<file path="config.mk">
export PLATFORM = sky130hd
export DESIGN_NAME = datamem_arbiter_flat
export DESIGN_NICKNAME = d
export VERILOG_FILES = /design/src/rtl/datamem_arbiter_if.sv /design/src/rtl/datamem_arbiter.sv /design/src/flat_wrapper.sv
export SDC_FILE = /design/constraint.sdc
export NUM_CORES = 1
export LEC_CHECK = 0
export CORE_AREA = 3 3 114 116
export CTS_CLUSTER_DIAMETER = 50
export DETAILED_ROUTE_END_ITERATION = 16
export DIE_AREA = 0 0 117 119
export DONT_BUFFER_PORTS = 1
export MAX_ROUTING_LAYER = met4
export PLACE_DENSITY = 0.67
export SYNTH_ARGS = -nofsm -noshare
export SYNTH_HDL_FRONTEND = slang
export SYNTH_SLANG_ARGS = --single-unit
</file>
<file path="constraint.sdc">
create_clock -name clk -period 4.89 [get_ports clk]
set_input_delay 0.978 -clock clk [delete_from_list [all_inputs] [get_ports clk]]
set_output_delay 0.978 -clock clk [all_outputs]
set_load 0.005 [all_outputs]
</file>
<file path="src/rtl/datamem_arbiter_if.sv">
`timescale 1ns/1ps
`default_nettype none
// datamem_arbiter_if: one requester port (req/gnt command, ack/rdata completion). Rev 1.0
interface datamem_arbiter_if #(
  parameter int ADDRESS_WIDTH = 32,
  parameter int DATA_WIDTH    = 32
);
  logic                     req;
  logic                     we;
  logic [ADDRESS_WIDTH-1:0] addr;
  logic [DATA_WIDTH-1:0]    wd;
  logic                     gnt;
  logic                     ack;
  logic [DATA_WIDTH-1:0]    rdata;

  modport master (output req, we, addr, wd, input gnt, ack, rdata);
  modport slave  (input req, we, addr, wd, output gnt, ack, rdata);
endinterface
`default_nettype wire

</file>
<file path="src/rtl/datamem_arbiter.sv">
`timescale 1ns/1ps
`default_nettype none
// datamem_arbiter: shares a single-port data memory between two requesters, one access per 2 cycles.
// Tie-break is round-robin when DATAMEM_ARB_RR_EN is defined, otherwise fixed priority to port 0. Rev 1.0
module datamem_arbiter #(
  parameter int ADDRESS_WIDTH = 32,
  parameter int DATA_WIDTH    = 32
) (
  input  logic                     clk,
  input  logic                     rst,
  datamem_arbiter_if.slave         m0,
  datamem_arbiter_if.slave         m1,
  output logic                     mem_wr_en,
  output logic [ADDRESS_WIDTH-1:0] mem_addr,
  output logic [DATA_WIDTH-1:0]    mem_wd,
  input  logic [DATA_WIDTH-1:0]    mem_rd,
  output logic                     busy
);

  typedef enum logic [0:0] {
    IDLE   = 1'b0,
    ACCESS = 1'b1
  } state_t;

  state_t                   state;
  state_t                   state_nx;
  logic                     cmd_port;
  logic                     cmd_we;
  logic [ADDRESS_WIDTH-1:0] cmd_addr;
  logic [DATA_WIDTH-1:0]    cmd_wd;
  logic                     ack0;
  logic                     ack1;
  logic [DATA_WIDTH-1:0]    rdata0;
  logic [DATA_WIDTH-1:0]    rdata1;
  logic                     grant;
  logic                     win;
  logic                     gnt0;
  logic                     gnt1;
`ifdef DATAMEM_ARB_RR_EN
  logic                     last_win;
`endif

  always_comb begin
    state_nx = state;
    grant    = 1'b0;
    win      = 1'b0;
    gnt0     = 1'b0;
    gnt1     = 1'b0;
    case (state)
      IDLE: begin
        if (m0.req && m1.req) begin
`ifdef DATAMEM_ARB_RR_EN
          win = ~last_win;
`else
          win = 1'b0;
`endif
        end else begin
          win = ~m0.req;
        end
        grant = m0.req | m1.req;
        if (grant) begin
          state_nx = ACCESS;
          gnt0     = ~win;
          gnt1     = win;
        end
      end
      default: state_nx = IDLE;
    endcase
  end

  always_ff @(posedge clk or posedge rst) begin
    if (rst) state <= IDLE;
    else     state <= state_nx;
  end

  always_ff @(posedge clk or posedge rst) begin
    if (rst) begin
      cmd_port <= 1'b0;
      cmd_we   <= 1'b0;
      cmd_addr <= '0;
      cmd_wd   <= '0;
      ack0     <= 1'b0;
      ack1     <= 1'b0;
      rdata0   <= '0;
      rdata1   <= '0;
`ifdef DATAMEM_ARB_RR_EN
      last_win <= 1'b1;
`endif
    end else begin
      ack0 <= 1'b0;
      ack1 <= 1'b0;
      if (grant) begin
        cmd_port <= win;
        cmd_we   <= win ? m1.we   : m0.we;
        cmd_addr <= win ? m1.addr : m0.addr;
        cmd_wd   <= win ? m1.wd   : m0.wd;
`ifdef DATAMEM_ARB_RR_EN
        last_win <= win;
`endif
      end
      // Completion: only the port that owns the command sees ack/rdata change.
      if (state == ACCESS) begin
        if (cmd_port) begin
          ack1 <= 1'b1;
          if (!cmd_we) rdata1 <= mem_rd;
        end else begin
          ack0 <= 1'b1;
          if (!cmd_we) rdata0 <= mem_rd;
        end
      end
    end
  end

  assign m0.gnt    = gnt0;
  assign m1.gnt    = gnt1;
  assign m0.ack    = ack0;
  assign m1.ack    = ack1;
  assign m0.rdata  = rdata0;
  assign m1.rdata  = rdata1;
  assign busy      = (state == ACCESS);
  assign mem_wr_en = (state == ACCESS) && cmd_we;
  assign mem_addr  = cmd_addr;
  assign mem_wd    = cmd_wd;

endmodule
`default_nettype wire

</file>
<file path="src/flat_wrapper.sv">
// flat-port wrapper written by rule: the top's interface ports become plain ports
module datamem_arbiter_flat 
#(
  parameter int ADDRESS_WIDTH = 32,
  parameter int DATA_WIDTH    = 32
)
  (clk, rst, mem_wr_en, mem_addr, mem_wd, mem_rd, busy, m0_req, m0_we, m0_addr, m0_wd, m0_gnt, m0_ack, m0_rdata, m1_req, m1_we, m1_addr, m1_wd, m1_gnt, m1_ack, m1_rdata);
  datamem_arbiter_if #(.ADDRESS_WIDTH(ADDRESS_WIDTH), .DATA_WIDTH(DATA_WIDTH)) m0_i ();
  datamem_arbiter_if #(.ADDRESS_WIDTH(ADDRESS_WIDTH), .DATA_WIDTH(DATA_WIDTH)) m1_i ();
  input  logic clk;
  input  logic rst;
  output logic mem_wr_en;
  output logic [ADDRESS_WIDTH-1:0] mem_addr;
  output logic [DATA_WIDTH-1:0] mem_wd;
  input  logic [DATA_WIDTH-1:0] mem_rd;
  output logic busy;
  input wire logic [$bits(m0_i.req)-1:0] m0_req;
  input wire logic [$bits(m0_i.we)-1:0] m0_we;
  input wire logic [$bits(m0_i.addr)-1:0] m0_addr;
  input wire logic [$bits(m0_i.wd)-1:0] m0_wd;
  output wire logic [$bits(m0_i.gnt)-1:0] m0_gnt;
  output wire logic [$bits(m0_i.ack)-1:0] m0_ack;
  output wire logic [$bits(m0_i.rdata)-1:0] m0_rdata;
  input wire logic [$bits(m1_i.req)-1:0] m1_req;
  input wire logic [$bits(m1_i.we)-1:0] m1_we;
  input wire logic [$bits(m1_i.addr)-1:0] m1_addr;
  input wire logic [$bits(m1_i.wd)-1:0] m1_wd;
  output wire logic [$bits(m1_i.gnt)-1:0] m1_gnt;
  output wire logic [$bits(m1_i.ack)-1:0] m1_ack;
  output wire logic [$bits(m1_i.rdata)-1:0] m1_rdata;
  assign m0_i.req = m0_req;
  assign m0_i.we = m0_we;
  assign m0_i.addr = m0_addr;
  assign m0_i.wd = m0_wd;
  assign m0_gnt = m0_i.gnt;
  assign m0_ack = m0_i.ack;
  assign m0_rdata = m0_i.rdata;
  assign m1_i.req = m1_req;
  assign m1_i.we = m1_we;
  assign m1_i.addr = m1_addr;
  assign m1_i.wd = m1_wd;
  assign m1_gnt = m1_i.gnt;
  assign m1_ack = m1_i.ack;
  assign m1_rdata = m1_i.rdata;
  datamem_arbiter #(.ADDRESS_WIDTH(ADDRESS_WIDTH), .DATA_WIDTH(DATA_WIDTH)) u_core (.clk(clk), .rst(rst), .m0(m0_i), .m1(m1_i), .mem_wr_en(mem_wr_en), .mem_addr(mem_addr), .mem_wd(mem_wd), .mem_rd(mem_rd), .busy(busy));
endmodule
</file>
M4 wires:
Cells faint in the background.
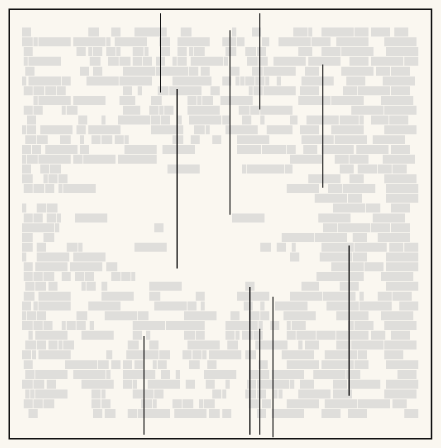
wire length on this layer: 360 um
main direction: vertical
longest straight run: 51.0 um
total detailed-routing wirelength: 15600 um
vias: 4047

PDN straps and rails:
The bar under the picture is 20 um long. Pins as bars on the die edge. Tap cells in grey.
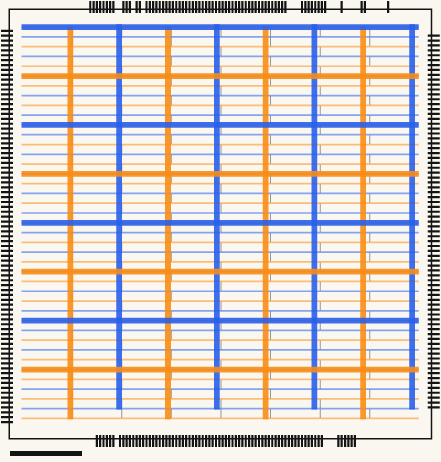
[VSS] orange
[VDD] blue
tap cells: 147
met4 straps: 8
met5 straps: 8
rows: 40

Layout detail:
Region (75, 17) to (100, 42) um. Cells in grey, sequential cells in the stronger grey; small squares are vias.
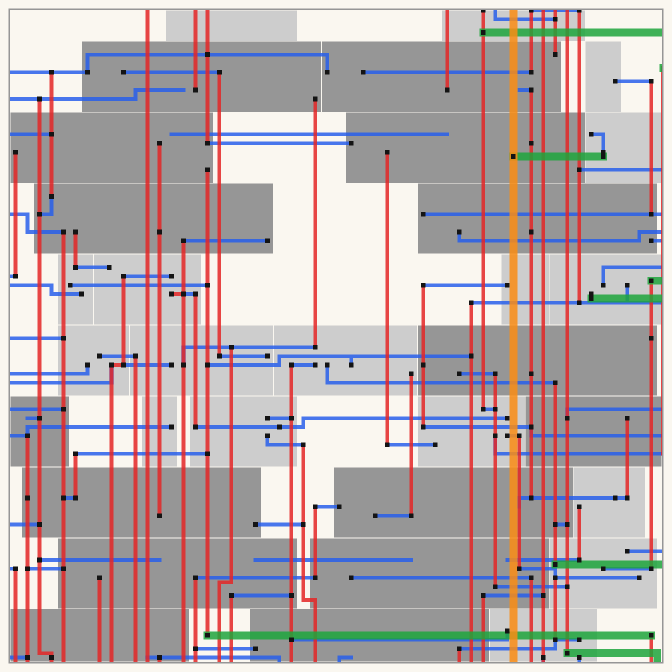
[metal 4] orange
[metal 1] blue
[metal 2] red
[metal 3] green
cells with their middle in the window: 28
most frequent: dfrtp_1 (14), mux2_2 (5), mux2_4 (3)
sequential cells in the window: 14
netlist names of flops here include: u_core.m0.rdata (7), u_core.m1.rdata (5)

Signal wires by layer:
Only two layers are drawn.
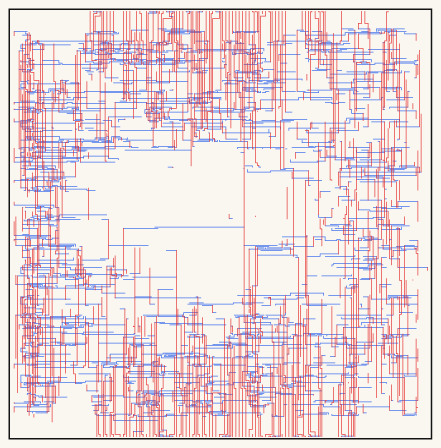
[metal 2] red | wire length: 7770 um
[metal 1] blue | wire length: 5570 um
average routed wire per standard cell: 23.8 um
global routing usage summed across all routing layers: 22.1%

[flip-flops by register name, indices dropped and copies added (netlist names)]
register         flops
u_core.busy          1
u_core.m1.rdata     32
u_core.cmd_port      1
u_core.cmd_we        1
u_core.m1.ack        1
u_core.m0.rdata     32
u_core.mem_addr     32
u_core.m0.ack        1
u_core.mem_wd       32
[cells by family after synthesis]
| logic type | count (synthesis) | share of synthesized area, % |
|---|---|---|
| AOI/OAI and AO/OA | 67 | 7.96 |
| buffers and inverters | 117 | 8.69 |
| DFF | 133 | 52.4 |
| muxes | 64 | 13.1 |
| and+or+nand+nor | 138 | 17.8 |
[per-stage QoR]
stage	hold WS (ps)	power, mW	area (um^2)
2_1_floorplan	483	2.29	6350
3_3_place_gp	502	2.42	6290
3_5_place_dp	519	2.46	6290
4_1_cts	531	3.76	6900
5_1_grt	558	3.92	6900
6_report	524	3.72	6900
[final timing paths]
check,end,start,slack [ps]
worst max register to register,u_core.mem_wd[17]$_DFFE_PP0P_,u_core.busy$_DFF_PP0_,2720
worst max-delay path,m1_gnt,u_core.busy$_DFF_PP0_,2340
worst min register to register,u_core.m0.rdata[29]$_DFFE_PP0P_,u_core.m0.rdata[29]$_DFFE_PP0P_,520
worst min-delay path,u_core.m0.rdata[29]$_DFFE_PP0P_,u_core.m0.rdata[29]$_DFFE_PP0P_,520
max in group asynchronous,u_core.mem_wd[17]$_DFFE_PP0P_,rst,3320
min in group asynchronous,u_core.m0.rdata[11]$_DFFE_PP0P_,rst,550
[power groups by stage]
stage               clock, mW  combinational, mW  sequential, mW
finish                   1.29              0.596            1.83
global route             1.37              0.654            1.89
CTS                      1.32              0.605            1.84
detailed placement          0              0.603            1.86
global placement            0              0.576            1.85
floorplan                   0              0.580            1.71
==> report_table.html <==
<h3>Run summary</h3>
<table>
<tr><th>Metric</th><th>Value</th></tr>
<tr><th colspan="2">Logic synthesis</th></tr>
<tr><td>Fraction of registers with async set/reset</td><td>100%</td></tr>
<tr><td>Chip area from the yosys synthesis statistics</td><td>roughly 6300 um^2</td></tr>
<tr><td>Top-area cell share</td><td>52.4%</td></tr>
<tr><td>Netlist area before placement</td><td>6350 um^2</td></tr>
<tr><td>Cells after synthesis</td><td>519</td></tr>
<tr><td>Area contributors post-synth</td><td>sky130_fd_sc_hd__dfrtp_1 (52%), sky130_fd_sc_hd__nor4b_1 (9.0%), sky130_fd_sc_hd__nor3b_1 (7.7%)</td></tr>
<tr><th colspan="2">Clock tree</th></tr>
<tr><td>Post-CTS clock slew at the launch and capture registers of the worst setup and hold paths</td><td>about 50 ps</td></tr>
<tr><td>Clk latency late pin</td><td>410 ps</td></tr>
<tr><td>Setup Buffers After CTS</td><td>0</td></tr>
<tr><td>Number of levels in the clock H-tree</td><td>4</td></tr>
<tr><td>Number of hold buffers added after CTS</td><td>0</td></tr>
<tr><td>Sinks on Clock Net</td><td>133</td></tr>
<tr><td>Clock Root Buffer</td><td>sky130_fd_sc_hd__clkbuf_16</td></tr>
<tr><th colspan="2">Final timing</th></tr>
<tr><td>Crit path setup slack, layout</td><td>2340 ps</td></tr>
<tr><td>Hold Fails Final Rpt</td><td>0</td></tr>
<tr><td>Post-layout period usage of the worst path</td><td>between 50 and 60%</td></tr>
<tr><td>Transition time at the pin with the least slew margin</td><td>720 ps</td></tr>
<tr><th colspan="2">Global routing</th></tr>
<tr><td>Overall overflow remaining after global route</td><td>0</td></tr>
<tr><td>GR Layer Usage met2</td><td>35.9%</td></tr>
<tr><td>Via count of the first global-routing pass</td><td>4215</td></tr>
<tr><td>Global-route wire length before repair</td><td>~23000 um</td></tr>
<tr><td>Global-route met1 utilization</td><td>23.6%</td></tr>
<tr><th colspan="2">Power</th></tr>
<tr><td>Net Sw Power</td><td>1.02 mW</td></tr>
<tr><th colspan="2">Route</th></tr>
<tr><td>WL met2</td><td>7770 um</td></tr>
<tr><td>Initial detailed-routing violation count</td><td>~230</td></tr>
<tr><td>Antenna Nets Post-Route</td><td>0</td></tr>
<tr><th colspan="2">Floorplanning</th></tr>
<tr><td>Effective utilization at floorplan</td><td>a little over half</td></tr>
<tr><th colspan="2">Critical path</th></tr>
<tr><td>FF-to-FF path depth</td><td>3</td></tr>
<tr><td>CP peak stage delay</td><td>890 ps</td></tr>
<tr><th colspan="2">Cells and area</th></tr>
<tr><td>Top cells excl fill/tap</td><td>sky130_fd_sc_hd__dfrtp_1 (132), sky130_fd_sc_hd__inv_1 (67), sky130_fd_sc_hd__nor4b_1 (65), sky130_fd_sc_hd__nor3b_1 (65), sky130_fd_sc_hd__a211oi_1 (64)</td></tr>
<tr><td>Final instance count without filler cells</td><td>654</td></tr>
<tr><td>Dominant class by area</td><td>registers</td></tr>
<tr><td>Number of non-clock inverters in the layout</td><td>between 60 and 70</td></tr>
<tr><th colspan="2">Run</th></tr>
<tr><td>Warning total across the stage logs</td><td>28</td></tr>
<tr><th colspan="2">Run status</th></tr>
<tr><td>Run status</td><td>finished, final reports clean</td></tr>
<tr><th colspan="2">Placement</th></tr>
<tr><td>Half-perimeter wire length after detailed placement</td><td>around 11000 um</td></tr>
<tr><td>Buffers added on ports</td><td>0</td></tr>
</table>
Power is estimated from default activity; no workload was simulated.
